Design csr_rmw_unit, sky130hd; sources not shown.
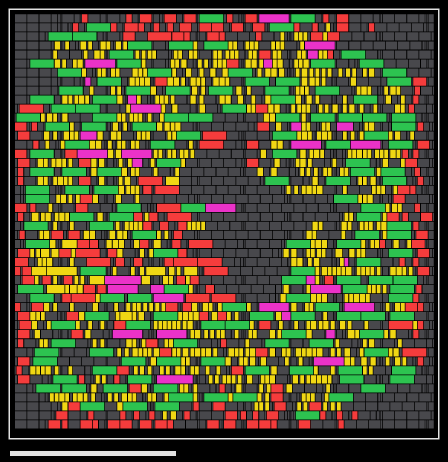
Run 1: placement by cell class
The bar under the picture is 50 um long. Fill, decap, tap and diode cells in gray.
legend:
  clock drivers and dummy loads:
    color: magenta
    cells: 32
    share_of_their_area: 6.9%
  remaining buffers and delay cells:
    color: red
    cells: 205
    share_of_their_area: 21%
  registers:
    color: green
    cells: 154
    share_of_their_area: 36%
  remaining logic cells:
    color: yellow
    cells: 722
    share_of_their_area: 36%
core area: 15800 sq um
row cnt: 46
Final Util: 0.561
final instance area: 8880 sq um

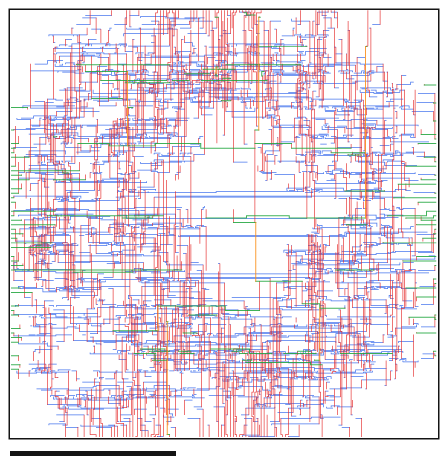
Run 1: metal layers overlaid
The bar under the picture is 50 um long.
legend:
  M3:
    color: green
    wire_length: 1000 um
  M4:
    color: orange
    wire_length: 185 um
  M2:
    color: red
    wire_length: 8460 um
  M1:
    color: blue
    wire_length: 8040 um
wire per inst: 13.3 um
Vias: 6356
drt total wl: 17.7 mm

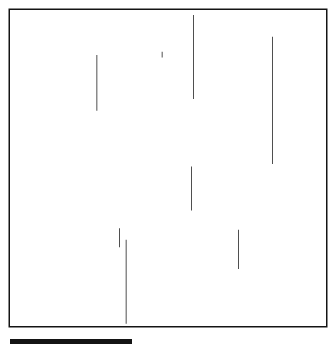
Run 1: the metal 4 layer
The bar under the picture is 50 um long.
longest straight run: 51.7 um
nets with wire on the layer: 4

==> results.txt, run 1 <==
Pleak: 4.03 nW
setup violators final: 1
Top cell area share: 0.478
top_reg_cell synth: dfxtp_1
hold buffer count at CTS: 0
Synthesized Nets: 1032
Synth area leaders: dfxtp_1 (48%), nand2_1 (12%), nor2_1 (12%), o21ai_0 (6.7%), a21oi_1 (5.2%)
largest net degree at the start of global routing: 45
first-pass GRT wire length: 27.6 mm
fp util: 0.408
CP Max Fanout: 2
drt pass-1 iters: 4
I/O Pins: 168
H-tree Lvls: 4
YS chip area: 6450 sq um
Fillers: 1580
initial antenna violation count: 0
Ant. Diodes: 0
reg-to-reg slack, setup: 0.07 ns
fin. max-slew vios: 0
1st-iter DRT viols: 336
cell count in the Yosys report: 939
status: finished, violations left
Syn Area/Cell: 6.87 sq um
Post-DP HPWL: 11.9 mm
OpenROAD warning count: 32
Num CTS Buffers: 17
final cell count without fillers: 1329
Seq cells post-synth: 154
antenna-violating nets left: 0
fin nets: 1193
cell taking the most area after synthesis: dfxtp_1
CTS sink cnt: 154
clk latency late pin: 0.43 ns
fin crit share: 1.02
dpl cells: 1290
die width: 129 um
GRT Total Usage: 0.221
via-per-instance ratio: 4.78
PwrDens: 1800 nW/um^2
RSZ-0062 raised after global routing: yes
failing checks: negative setup slack
crit start category: register
Post-Syn Area: 6450 sq um
Max clock buf depth: 2
worst setup path category: register to output pin
Max Cap Viol: 0
worst min path class: register to register
Fin. Hold Viols: 0
Layout Skew: 0.00729 ns
Root Buffer: clkbuf_16
R2R cell count: 9
Seq/Total Area, Yosys: 0.478
Worst setup EP type: output pin
Area growth syn-to-layout: 37.7%
Crit path required time: 1.08 ns
gate count of the mapped netlist: 939
Worst-Margin Slew: 0.323 ns
final setup margin: -0.0247 ns
number of I/O port buffers: 167
CTS tree: yes
DRC: 0
crit path DAT: 1.10 ns
die height: 129 um
==> run 1: worst max-delay path, cell delays in order, from the launching register on <==
cell,delay (ns)
dfxtp_2,0.34
inv_2,0.05
ha_4,0.16
buf_6,0.13
==> run 1: cells by family (layout without fill, tap and decap cells) <==
group | count (synthesis) | in the layout | synth area share
compound gates | 158 | 158 | 0.125
fa+ha+maj | 5 | 5 | 0.00969
buf+inv | 137 | 311 | 0.0909
flops | 154 | 154 | 0.478
simple gates | 485 | 485 | 0.296
==> run 1: per-layer routing <==
layer,vias to the layer above,wire length [um],GRT usage
met5,-,0,-
met2,196,8460,0.355
met1,2885,8040,0.272
li1,3257,-,-
met3,18,1000,0.0541
met4,0,184,0.0740
==> run 1: where the power goes <==
group	switching [mW]	internal, mW	leakage [nW]	total, mW
combinational	3.89	2.26	2.49	6.16
clock	1.69	2.49	0.277	4.17
sequential	0.576	5.11	1.26	5.68
total	6.16	9.85	4.03	16.0
==> run 1: what timing repair did <==
item / CTS / global route
buffers inserted: 4 / 3
endpoints found under the setup margin: 72 / 67
gates resized: 262 / 94
hold endpoints to repair: 0 / 0
pin swaps: 1 / 1
==> run 1: cells in the final DEF, fill, tap and decap left out, types with 17 or more instances in the layout <==
master | netlist | routed
o21ai_0 | 87 | 87
buf_2 | 10 | 68
nor2_1 | 210 | 207
clkbuf_16 | 0 | 17
nand3_1 | 59 | 59
dfxtp_1 | 154 | 152
inv_1 | 72 | 69
a21oi_1 | 67 | 67
clkdlybuf4s50_1 | 0 | 86
nand2_1 | 212 | 211
buf_4 | 4 | 27
buf_12 | 0 | 19
==> run 1: per-stage QoR <==
step / setup TNS (ns) / area (sq um) / hold WS, ns
6_report: -0.0247 / 8880 / 0.453
3_5_place_dp: -3.92 / 8540 / 0.449
4_1_cts: -0.0478 / 9140 / 0.458
3_3_place_gp: -2.20 / 8540 / 0.444
2_1_floorplan: 0 / 6460 / 0.436
5_1_grt: -0.0581 / 8880 / 0.475
==> run 1: layout make-up <==
class / count / area, sq um / share of cell area
multi-input cells: 648 / 2810 / 0.317
repair buffers: 205 / 1840 / 0.207
flip-flops and latches: 154 / 3090 / 0.347
clock buffers: 20 / 457 / 0.0514
clock inverters: 12 / 140 / 0.0158
well taps: 216 / 270 / 0.0304
inverters: 74 / 279 / 0.0314
==> run 2: changes to the inputs <==
DONT_BUFFER_PORTS = 1   (was unset)
PLACE_DENSITY = unset   (was 0.7)
==> run 2 against run 1 <==
  * Wire length is 5.0% lower
  * Maximum frequency is 0.36% higher
  * Clock skew hardly changed
  * Via count is 12% lower
  * Global-route usage is 0.80 points lower
  * Critical path depth stayed put
  * Largest power group is now registers
  * First-iteration DRC count is 11% lower
  * The flow still finishes with violations (negative setup slack)
  * Highest routed layer unchanged
  * Utilization is 8.7 points lower
  * Area after synthesis stayed put
  * Cell area is 16% lower
==> results.txt, run 2 <==
drt pass-1 iters: 5
R2R cell count: 9
Seq/Total Area, Yosys: 0.478
Layout Skew: 0.00696 ns
failing checks: negative setup slack
number of I/O port buffers: 0
crit start category: register
final cell count without fillers: 1157
worst setup path category: register to output pin
OpenROAD warning count: 32
first-pass GRT wire length: 26.5 mm
CTS sink cnt: 154
via-per-instance ratio: 4.83
Syn Area/Cell: 6.87 sq um
cell count in the Yosys report: 939
Fin. Hold Viols: 0
Basic Gates by Area: 0.296
YS chip area: 6450 sq um
gate count of the mapped netlist: 939
RSZ-0062 raised after global routing: yes
cell taking the most area after synthesis: dfxtp_1
fin. max-slew vios: 0
clk latency late pin: 0.42 ns
Synth Area in Compound Gates: 0.125
fp util: 0.408
crit path DAT: 1.10 ns
CTS tree: yes
Crit path required time: 1.08 ns
row cnt: 46
top_reg_cell synth: dfxtp_1
core area: 15800 sq um
Commonest Layout Cell: nand2_1
H-tree Lvls: 4
setup violators final: 1
Pleak: 3.28 nW
Top Layout Cells: nand2_1 (211), nor2_1 (208), dfxtp_1 (152)
fin nets: 1022
Root Buffer: clkbuf_16
CP Max Fanout: 2
die width: 129 um
status: finished, violations left
hold slack final: 0.108 ns
Post-synth mux share: 0
final setup margin: -0.0191 ns
1st-iter DRT viols: 300
PwrDens: 2060 nW/um^2
DRC: 0
worst min path class: input pin to register
Ant. Diodes: 0
Num CTS Buffers: 17
Max Cap Viol: 0
xor/xnor share: 0
run 2: cell type report:
cell class	instances	area [sq um]
fillers	1632	8320
repair buffers	34	432
well taps	216	270
inverters	74	279
clock buffers	19	443
multi-input cells	648	2820
flip-flops and latches	154	3090
clock inverters	12	171
run 2: kinds of logic after synthesis:
kind of cell | after synthesis
AOI/OAI and AO/OA | 158
adders and majority gates | 5
buffers and inverters | 137
DFF | 154
and+or+nand+nor | 485
run 2: critical path, cell delays in order, from the launching register on:
cell and delay (ns):
dfxtp_2 0.34, inv_2 0.05, ha_4 0.16, buf_6 0.13
run 2: report_power, final:
group | internal, mW | total (mW) | switching (mW)
Clock | 2.74 | 4.38 | 1.64
Combinational | 1.71 | 4.55 | 2.85
Sequential | 5.11 | 6.55 | 1.44
Total | 9.55 | 15.5 | 5.93
run 2: stage by stage:
step	total power [mW]	TNS, ns	area, sq um	utilization
final	15.5	-0.0191	7500	0.474
after floorplan	9.65	0	6460	-
after global placement	10.9	0	6760	0.427
after CTS	15.5	-0.0380	7430	0.469
after global routing	16.6	-0.0718	7500	0.474
after detailed placement	11.0	0	6760	0.427
run 2: metal layers:
| metal | vias to the layer above | share of wire | GRT usage |
|---|---|---|---|
| li1 | 2921 | - | - |
| met1 | 2492 | 0.47 | 0.273 |
| met2 | 159 | 0.45 | 0.325 |
| met3 | 14 | 0.071 | 0.0582 |
| met4 | 0 | 0.011 | 0.0706 |
| met5 | - | 0 | - |
run 2: timing repair:
action / in CTS / in global routing
setup endpoints to repair: 1 / 22
pin swaps: 1 / 2
cloned: 0 / 2
buffers inserted: 5 / 1
hold buffers: 0 / 0
gates resized: 7 / 4
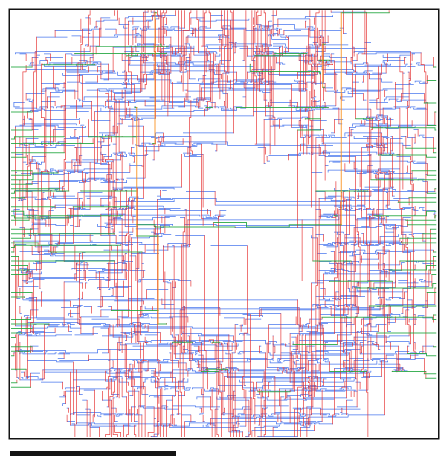
Run 2: metal layers overlaid
The bar under the picture is 50 um long.
legend:
  M3:
    color: green
    wire_length: 1200 um
  M4:
    color: orange
    wire_length: 182 um
  M2:
    color: red
    wire_length: 7490 um
  M1:
    color: blue
    wire_length: 7940 um
wire per inst: 14.5 um
GRT Total Usage: 0.213
Vias: 5586
drt total wl: 16.8 mm

Power is estimated from default activity; no workload was simulated.
